`src/rtl/vc_input_buffer.sv`:
```
// Input-port VC buffer: allocates a free VC on each head flit, stores the packet's flits
// in that VC's FIFO, and pops flits for the VC named by the downstream selector.
module vc_input_buffer #(
    parameter int NUM_VC     = 4,
    parameter int NUM_PORTS  = 4,
    parameter int VC_DEPTH   = 4,
    parameter int FLIT_WIDTH = 32,
    parameter int VC_BITS    = $clog2(NUM_VC),
    parameter int CNT_BITS   = $clog2(VC_DEPTH) + 1
) (
    input  logic                                 clk,
    input  logic                                 reset,
    input  logic                                 in_valid,
    output logic                                 in_ready,
    input  logic [FLIT_WIDTH-1:0]                in_flit,
    input  logic                                 in_head,
    input  logic                                 in_tail,
    input  logic [NUM_PORTS-1:0]                 in_direction,
    input  logic                                 rd_en,
    input  logic [VC_BITS-1:0]                   rd_vc,
    output logic                                 out_valid,
    output logic [FLIT_WIDTH-1:0]                out_flit,
    output logic                                 out_tail,
    output logic [NUM_VC-1:0][NUM_PORTS-1:0]     vc_direction,
    output logic [NUM_VC-1:0]                    vc_empty,
    output logic [NUM_VC-1:0]                    vc_busy,
    output logic                                 proto_err
);

    localparam int PTR_BITS = CNT_BITS - 1;

    logic                                r_wr_active;
    logic [VC_BITS-1:0]                  r_wr_vc;
    logic                                r_proto_err;
    logic [FLIT_WIDTH:0]                 r_mem [NUM_VC][VC_DEPTH];

    logic [NUM_VC-1:0]                   w_busy;
    logic [NUM_VC-1:0]                   w_alloc;
    logic [NUM_VC-1:0]                   w_wr;
    logic [NUM_VC-1:0]                   w_pop;
    logic [NUM_VC-1:0][CNT_BITS-1:0]     w_cnt;
    logic [NUM_VC-1:0][PTR_BITS-1:0]     w_wptr;
    logic [NUM_VC-1:0][PTR_BITS-1:0]     w_rptr;
    logic [VC_BITS-1:0]                  w_free_idx;
    logic [VC_BITS-1:0]                  w_wr_target;
    logic                                w_accept;
    logic                                w_head_alloc;
    logic                                w_drop;
    logic                                w_head_err;
    logic                                w_wr_fire;
    logic [FLIT_WIDTH:0]                 w_rd_word;

    // Lowest-index idle VC wins allocation.
    always_comb begin
        w_free_idx = '0;
        for (int i = NUM_VC - 1; i >= 0; i--) begin
            if (!w_busy[i]) begin
                w_free_idx = VC_BITS'(i);
            end
        end
    end

    // Mid-packet readiness ignores a same-cycle pop on the target VC.
    assign in_ready     = r_wr_active ? (w_cnt[r_wr_vc] < CNT_BITS'(VC_DEPTH)) : (|(~w_busy));
    assign w_accept     = in_valid & in_ready;
    assign w_head_alloc = w_accept & ~r_wr_active & in_head;
    assign w_drop       = w_accept & ~r_wr_active & ~in_head;
    assign w_head_err   = w_accept & r_wr_active & in_head;
    assign w_wr_fire    = w_accept & (r_wr_active | in_head);
    assign w_wr_target  = r_wr_active ? r_wr_vc : w_free_idx;

    assign out_valid = rd_en & ~vc_empty[rd_vc];
    assign w_rd_word = r_mem[rd_vc][w_rptr[rd_vc]];
    assign out_flit  = w_rd_word[FLIT_WIDTH-1:0];
    assign out_tail  = w_rd_word[FLIT_WIDTH];
    assign vc_busy   = w_busy;
    assign proto_err = r_proto_err;

    always_ff @(posedge clk) begin
        if (!reset) begin
            r_wr_active <= 1'b0;
            r_wr_vc     <= '0;
            r_proto_err <= 1'b0;
        end else begin
            r_proto_err <= w_drop | w_head_err;
            if (w_head_alloc) begin
                r_wr_active <= ~in_tail;
                r_wr_vc     <= w_free_idx;
            end else if (w_accept && r_wr_active && in_tail) begin
                r_wr_active <= 1'b0;
            end
        end
    end

    always_ff @(posedge clk) begin
        if (w_wr_fire) begin
            r_mem[w_wr_target][w_wptr[w_wr_target]] <= {in_tail, in_flit};
        end
    end

    generate
        for (genvar gi = 0; gi < NUM_VC; gi++) begin : g_vc
            logic                 r_busy;
            logic [NUM_PORTS-1:0] r_dir;
            logic [CNT_BITS-1:0]  r_cnt;
            logic [PTR_BITS-1:0]  r_wptr;
            logic [PTR_BITS-1:0]  r_rptr;

            assign w_alloc[gi] = w_head_alloc & (w_free_idx == VC_BITS'(gi));
            assign w_wr[gi]    = w_wr_fire & (w_wr_target == VC_BITS'(gi));
            assign w_pop[gi]   = out_valid & (rd_vc == VC_BITS'(gi));

            // Release on tail pop; the freed VC is seen idle only from the next cycle.
            always_ff @(posedge clk) begin
                if (!reset) begin
                    r_busy <= 1'b0;
                    r_dir  <= '0;
                    r_cnt  <= '0;
                    r_wptr <= '0;
                    r_rptr <= '0;
                end else begin
                    if (w_alloc[gi]) begin
                        r_busy <= 1'b1;
                        r_dir  <= in_direction;
                    end else if (w_pop[gi] && out_tail) begin
                        r_busy <= 1'b0;
                        r_dir  <= '0;
                    end
                    if (w_wr[gi]) begin
                        r_wptr <= r_wptr + 1'b1;
                    end
                    if (w_pop[gi]) begin
                        r_rptr <= r_rptr + 1'b1;
                    end
                    case ({w_wr[gi], w_pop[gi]})
                        2'b10:   r_cnt <= r_cnt + 1'b1;
                        2'b01:   r_cnt <= r_cnt - 1'b1;
                        default: r_cnt <= r_cnt;
                    endcase
                end
            end

            assign w_busy[gi]       = r_busy;
            assign w_cnt[gi]        = r_cnt;
            assign w_wptr[gi]       = r_wptr;
            assign w_rptr[gi]       = r_rptr;
            assign vc_empty[gi]     = (r_cnt == '0);
            assign vc_direction[gi] = r_dir;
        end
    endgenerate

endmodule
```
`config.mk`:
```
export PLATFORM = sky130hd
export DESIGN_NAME = vc_input_buffer
export DESIGN_NICKNAME = d
export VERILOG_FILES = /design/src/rtl/vc_input_buffer.sv
export SDC_FILE = /design/constraint.sdc
export NUM_CORES = 1
export LEC_CHECK = 0
export CAP_MARGIN = 20
export CORE_UTILIZATION = 50
export DETAILED_ROUTE_END_ITERATION = 8
export GPL_TIMING_DRIVEN = 0
export MAX_ROUTING_LAYER = met4
export PLACE_DENSITY = 0.75
export SYNTH_ARGS = -nofsm -noshare
export SYNTH_HDL_FRONTEND = slang
export SYNTH_SLANG_ARGS = --single-unit
```
`constraint.sdc`:
```
create_clock -name clk -period 14.1 [get_ports clk]
set_input_delay 2.115 -clock clk [delete_from_list [all_inputs] [get_ports clk]]
set_output_delay 2.115 -clock clk [all_outputs]
set_load 0.01 [all_outputs]
```
==> report_table.html, run 1 <==
<!-- implementation run metrics -->
<table>
<tr><th>Metric</th><th>Value</th></tr>
<tr><th colspan="2">Clock tree</th></tr>
<tr><td>Clk sinks</td><td>580</td></tr>
<tr><td>Total CTS buffers</td><td>56</td></tr>
<tr><th colspan="2">Placed design</th></tr>
<tr><td>HPWL Detailed</td><td>33160 um</td></tr>
<tr><td>Cell Count Post-Placement</td><td>1890</td></tr>
<tr><td>RD Place Congestion</td><td>0.8359</td></tr>
<tr><th colspan="2">Yosys</th></tr>
<tr><td>Warnings from Yosys</td><td>0</td></tr>
<tr><td>Number of flops mapped to enable cells by yosys</td><td>528</td></tr>
<tr><td>Synthesized Nets</td><td>1207</td></tr>
<tr><td>Number of cell instances after yosys synthesis</td><td>1155</td></tr>
<tr><td>Synth Cell Area</td><td>0.02269 mm2</td></tr>
<tr><td>Avg Cell Area, Syn</td><td>19.65 um2</td></tr>
<tr><td>Instance tally after logic synthesis</td><td>1155</td></tr>
<tr><td>Share of synthesized area occupied by flip-flops and latches</td><td>74.46%</td></tr>
<tr><td>Count of distinct cell types in the synthesized netlist</td><td>42</td></tr>
<tr><th colspan="2">Setup path</th></tr>
<tr><td>Required arrival time at the worst endpoint</td><td>11.98 ns</td></tr>
<tr><td>Startpoint type of the worst setup path</td><td>input port</td></tr>
<tr><td>Crit. End Element</td><td>output port</td></tr>
<tr><th colspan="2">Final layout</th></tr>
<tr><td>Share of final-layout standard cells stronger than drive strength 1</td><td>22.47%</td></tr>
<tr><td>Sequential cell area in the final layout</td><td>0.01690 mm2</td></tr>
<tr><td>Number of nets in the final layout</td><td>1408</td></tr>
<tr><td>Most common logic cells in the final layout</td><td>528 x sky130_fd_sc_hd__edfxtp_1, 136 x sky130_fd_sc_hd__mux4_2, 102 x sky130_fd_sc_hd__clkdlybuf4s50_1, 58 x sky130_fd_sc_hd__clkbuf_16, 53 x sky130_fd_sc_hd__a21oi_1</td></tr>
<tr><th colspan="2">Route</th></tr>
<tr><td>Post-detailed-route wirelength per cell</td><td>26.18 um</td></tr>
<tr><td>First DRT Iteration DRCs</td><td>1279</td></tr>
<tr><td>Uppermost metal layer occupied by signal nets</td><td>met4</td></tr>
<tr><th colspan="2">Die</th></tr>
<tr><td>Area of the die</td><td>0.04624 mm2</td></tr>
<tr><th colspan="2">Worst hold path</th></tr>
<tr><td>Startpoint of the worst hold path</td><td>g_vc[0].r_dir[3]</td></tr>
<tr><th colspan="2">STA</th></tr>
<tr><td>Total setup violations reported at the end of the flow</td><td>0</td></tr>
<tr><td>Total negative slack for setup checks</td><td>0 ns</td></tr>
<tr><td>Transition time of the tightest slew-check pin</td><td>0.9970 ns</td></tr>
<tr><td>Maximum frequency from static timing analysis</td><td>0.1287 GHz</td></tr>
<tr><th colspan="2">Power</th></tr>
<tr><td>Ratio of total power to cell area</td><td>133.1 mW/mm2</td></tr>
<tr><th colspan="2">Outcome</th></tr>
<tr><td>Run status</td><td>finished, final reports clean</td></tr>
</table>
[run 1: final cells by class]
cell class              count  area share [%]
flip-flops and latches    580           63.04
diodes                      1        0.009337
inverters                  27          0.3782
clock inverters            23          0.7890
plain buffers              65           1.162
multi-input cells         483           20.27
repair buffers            143           5.668
clock buffers              81           5.920
well taps                 592           2.764
[run 1: registers in the layout, summed over array words and instances (netlist names)]
signal and cells:
r_mem 528, proto_err 1, g_vc.r_wptr 8, r_wr_active 1
g_vc.r_busy 4, g_vc.r_rptr 8, r_wr_vc 2, g_vc.r_dir 16
g_vc.r_cnt 12
[run 1: Yosys cell counts (12+ instances only)]
cell | count | share of area (%)
sky130_fd_sc_hd__nand2_1 | 26 | 0.43
sky130_fd_sc_hd__nand3_1 | 20 | 0.44
sky130_fd_sc_hd__o22ai_1 | 21 | 0.58
sky130_fd_sc_hd__clkbuf_1 | 30 | 0.50
sky130_fd_sc_hd__mux4_2 | 136 | 13
sky130_fd_sc_hd__a211oi_1 | 35 | 1.2
sky130_fd_sc_hd__inv_1 | 26 | 0.43
sky130_fd_sc_hd__nor2_1 | 25 | 0.41
sky130_fd_sc_hd__xor2_1 | 12 | 0.46
sky130_fd_sc_hd__edfxtp_1 | 528 | 70
sky130_fd_sc_hd__o21ai_0 | 12 | 0.26
sky130_fd_sc_hd__mux2i_1 | 40 | 1.8
sky130_fd_sc_hd__nor2b_1 | 35 | 0.96
sky130_fd_sc_hd__a21oi_1 | 53 | 1.2
sky130_fd_sc_hd__dfxtp_1 | 52 | 4.6
sky130_fd_sc_hd__buf_2 | 21 | 0.46
[run 1: power by group]
group / total [mW] / internal, mW / switching, mW / leakage (nW)
Clock: 1.48 / 0.851 / 0.624 / 0.887
Sequential: 1.90 / 1.89 / 0.00611 / 5.18
Combinational: 0.195 / 0.0868 / 0.108 / 2.37
[run 1: stage by stage]
stage               instance area [um2]  utilization, %  power [mW]
floorplan                         22690               -       2.035
global placement                  24450           54.94       2.118
detailed placement                25000           56.17       2.127
CTS                               26800           60.21       3.583
global route                      26800           60.21       3.660
finish                            26800           60.21       3.566
[run 1: critical path: cells and delay by family]
family                 cells  cell delay [ns]
buffers and inverters      5             2.74
AOI/OAI and AO/OA          1             0.31
muxes                      2             0.47
[run 1: metal layers]
metal	GRT usage (%)	vias up
met5	-	-
met4	6.809	0
met3	4.459	99
met2	38.32	575
met1	30.52	6368
li1	-	5117
[run 1: cell families (layout without fill, tap and decap cells)]
kind of cell               count (synthesis)  after routing  synth area share (%)
xor gates and xnor gates                  12             12                0.4632
DFF                                      580            580                 74.46
other                                      0              1                     0
buffers and inverters                     92            339                 1.820
muxes                                    177            177                 15.31
and+or+nand+nor                          155            155                 3.755
adders and majority gates                  8              8                0.5735
AOI/OAI and AO/OA                        131            131                 3.612
[run 1: worst max path at each step]
stage	from	to	slack, ns	cells past startpoint
CTS	rd_vc[1]	out_flit[27]	6.34	8
floorplan	in_head	r_mem[2][100]	7.48	5
detailed placement	rd_vc[1]	out_flit[27]	6.37	8
finish	rd_vc[1]	out_flit[31]	6.33	8
global placement	in_head	r_mem[2][109]	3.36	6
global route	rd_vc[1]	out_flit[30]	6.26	8
==> run_1/pins.png <==
Pins as bars across the die edge, other pins in grey.
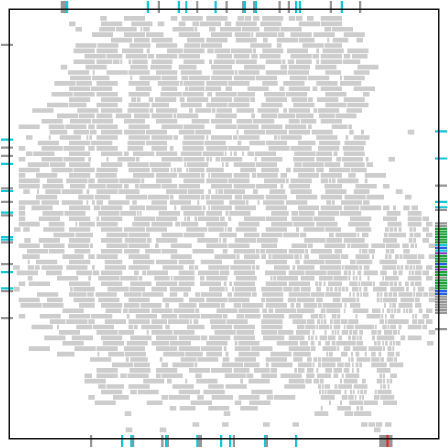
Key: green = vc_direction [pins 16, direction output, edge right]; blue = in_direction [pins 4, direction input, edge right]; cyan = out_flit [pins 32, direction output, edge 10 top, 8 left, 8 bottom, 6 right]; red = in_ready [pins 1, direction output, edge bottom]; purple = rd_vc [pins 2, direction input, edge right]
Vert. Die Dim: 215.0 um
die x size: 215.0 um
IO buf count: 102

==> run_1/metal_stack.png <==
The bar under the picture is 50 um long.
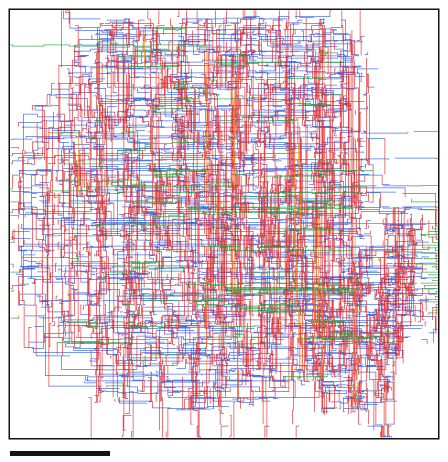
Key: orange = met4 [wire length 1430 um]; green = met3 [wire length 3710 um]; red = met2 [wire length 26.2 mm]; blue = met1 [wire length 20.9 mm]
Routed Wire Length: 52240 um
GR Util All Layers: 23.58%
total via count in the routed design: 12160

==> run_1/final_placement.png <==
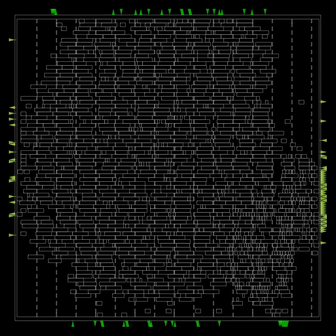
tap cell instance count: 592
Core Area: 0.04451 mm2
std cell rows: 77

==> run_1/clock_map.png <==
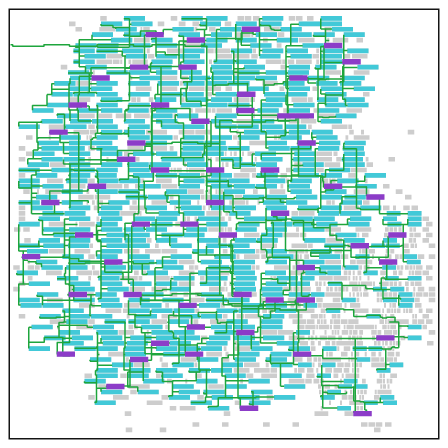
Key: cyan = flip-flops [count 580]; purple = cells driving clock nets [count 56]; green = clock wires [length 6430 um]
There are 57 routed clock nets.

==> run 2: changes to the inputs <==
PLACE_DENSITY = 0.78   (was 0.75)
clock period = 6.9 ns   (was 14.1 ns; I/O delays follow)
==> run 2 against run 1 <==
- sequential share of layout area about the same
- flip-flop count unchanged
- cell count unchanged
- largest power group unchanged
==> report_table.html, run 2 <==
<!-- implementation run metrics -->
<table>
<tr><th>Metric</th><th>Value</th></tr>
<tr><th colspan="2">Die</th></tr>
<tr><td>Std cell rows</td><td>77</td></tr>
<tr><td>Area of the die</td><td>0.04624 mm2</td></tr>
<tr><td>Vert. Die Dim</td><td>215.0 um</td></tr>
<tr><th colspan="2">Yosys</th></tr>
<tr><td>Main area contributors</td><td>sky130_fd_sc_hd__edfxtp_1 70%, sky130_fd_sc_hd__mux4_2 13%, sky130_fd_sc_hd__dfxtp_1 4.6%</td></tr>
<tr><td>Number of cell instances after yosys synthesis</td><td>1155</td></tr>
<tr><td>Share of synthesized area occupied by flip-flops and latches</td><td>74.46%</td></tr>
<tr><td>Warnings from Yosys</td><td>0</td></tr>
<tr><td>Instance tally after logic synthesis</td><td>1155</td></tr>
<tr><td>Library cell with the largest summed area after synthesis</td><td>sky130_fd_sc_hd__edfxtp_1</td></tr>
<tr><th colspan="2">Power</th></tr>
<tr><td>Net switching power figure</td><td>1.536 mW</td></tr>
<tr><td>Overall power</td><td>7.305 mW</td></tr>
<tr><td>Internal power contribution</td><td>5.769 mW</td></tr>
<tr><td>Ratio of total power to cell area</td><td>272.4 mW/mm2</td></tr>
<tr><td>Switching power as a share of total power</td><td>21.03%</td></tr>
<tr><td>Gate power share</td><td>5.4%</td></tr>
<tr><td>Relative contribution of sequential cells to total power</td><td>53.0%</td></tr>
<tr><th colspan="2">Setup path</th></tr>
<tr><td>Instance count on the critical path</td><td>8</td></tr>
<tr><td>Crit. End Element</td><td>output port</td></tr>
<tr><td>Timing startpoint of the critical path</td><td>rd_vc[1]</td></tr>
<tr><th colspan="2">STA</th></tr>
<tr><td>Total setup violations reported at the end of the flow</td><td>0</td></tr>
<tr><td>Maximum frequency from static timing analysis</td><td>0.1748 GHz</td></tr>
<tr><td>Total negative slack for setup checks</td><td>0 ns</td></tr>
<tr><th colspan="2">Clock tree</th></tr>
<tr><td>Clk sinks</td><td>580</td></tr>
<tr><th colspan="2">Outcome</th></tr>
<tr><td>Run status</td><td>finished, final reports clean</td></tr>
<tr><th colspan="2">Global routing</th></tr>
<tr><td>GR Util All Layers</td><td>23.53%</td></tr>
<tr><th colspan="2">Route</th></tr>
<tr><td>Post-detailed-route wirelength per cell</td><td>25.98 um</td></tr>
<tr><td>Routed Wire Length</td><td>51830 um</td></tr>
<tr><td>First DRT Iteration DRCs</td><td>1287</td></tr>
<tr><th colspan="2">Final layout</th></tr>
<tr><td>Number of flip-flops under the largest register name</td><td>528</td></tr>
<tr><td>Number of nets in the final layout</td><td>1409</td></tr>
<tr><td>Most common logic cells in the final layout</td><td>528 x sky130_fd_sc_hd__edfxtp_1, 136 x sky130_fd_sc_hd__mux4_2, 102 x sky130_fd_sc_hd__clkdlybuf4s50_1, 56 x sky130_fd_sc_hd__clkbuf_16, 53 x sky130_fd_sc_hd__a21oi_1</td></tr>
<tr><th colspan="2">Placed design</th></tr>
<tr><td>HPWL Detailed</td><td>33140 um</td></tr>
<tr><td>RD Place Congestion</td><td>0.8465</td></tr>
</table>
## run 2: cell counts after synthesis
No cell type changed its count.
## run 2: kinds of logic after synthesis
logic type	Yosys count	share of synthesized area, %
buf+inv	92	1.820
flops	580	74.46
fa+ha+maj	8	0.5735
simple gates	155	3.755
compound gates	131	3.612
mux	177	15.31
xor+xnor	12	0.4632
## run 2: how the worst min path moves through the flow
stage	depth (start not counted)	from	end	slack, ns
detailed placement	2	g_vc[0].r_dir[3]	g_vc[0].r_dir[3]	0.47
floorplan	1	g_vc[0].r_busy	g_vc[0].r_busy	0.46
finish	2	g_vc[0].r_dir[3]	g_vc[0].r_dir[3]	0.48
global placement	2	g_vc[3].r_dir[2]	g_vc[3].r_dir[2]	0.46
global route	2	g_vc[1].r_dir[3]	g_vc[1].r_dir[3]	0.51
CTS	2	g_vc[0].r_dir[3]	g_vc[0].r_dir[3]	0.48
## run 2: power groups by stage
stage,sequential [mW],clock (mW),combinational [mW]
after global routing,3.88,3.18,0.426
after global placement,3.95,0,0.376
after floorplan,3.95,0,0.210
after detailed placement,3.95,0,0.396
final,3.88,3.03,0.398
after CTS,3.87,3.06,0.401
## run 2: routing by layer
metal / track usage [%] / vias to the layer above
met3: 3.822 / 117
met2: 38.40 / 606
met5: - / -
li1: - / 5128
met4: 8.865 / 0
met1: 29.87 / 6281
## run 2: worst reg2reg max path: cells and delay by family (launching register included)
kind                   cells  cell delay [ns]
flip-flops                 1             0.42
multiplexers               1             0.28
AND/OR/NAND/NOR            2             0.98
AND-OR/OR-AND              2             0.54
buffers and inverters      3             0.95
## run 2: through the flow
step | std cells | utilization, % | setup WS, ns | instance area [um2]
after detailed placement | 1891 | 56.18 | 1.259 | 25000
after CTS | 1994 | 60.23 | 1.255 | 26810
final | 1995 | 60.24 | 1.180 | 26810
after global placement | 1849 | 54.94 | -2.523 | 24450
after floorplan | 1155 | - | 1.356 | 22690
after global routing | 1995 | 60.24 | 1.119 | 26810
## run 2: area by class of cell
class / count / area [um2] / share of cell area (%)
plain buffers: 65 / 311.5 / 1.162
clock inverters: 33 / 351.6 / 1.311
clock buffers: 70 / 1454 / 5.423
flip-flops and latches: 580 / 16900 / 63.02
inverters: 27 / 101.3 / 0.3780
well taps: 592 / 740.7 / 2.763
repair buffers: 144 / 1523 / 5.679
diodes: 1 / 2.502 / 0.009333
multi-input cells: 483 / 5431 / 20.26
==> run_2/clock_map.png <==
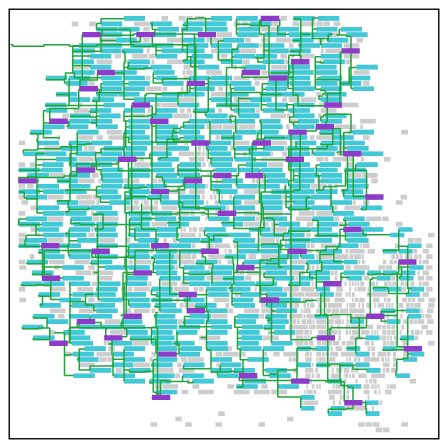
Key: purple = cells driving clock nets [count 56]; green = clock wires [length 6250 um]; cyan = flip-flops [count 580]
Position of the flops: spread over the die.

==> run_2/final_placement.png <==
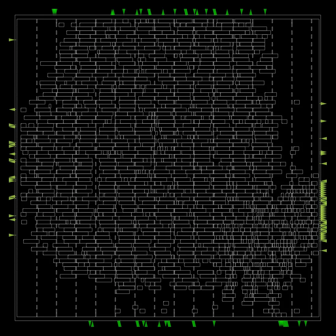
sequential share of cell area: 63.02%
number of fillers in the final layout: 3128
number of sequential cells: 580
Final Core Density: 60.24%
Non-Filler Instances: 1995

No activity file was given, so power comes from the tool's default toggle rates.
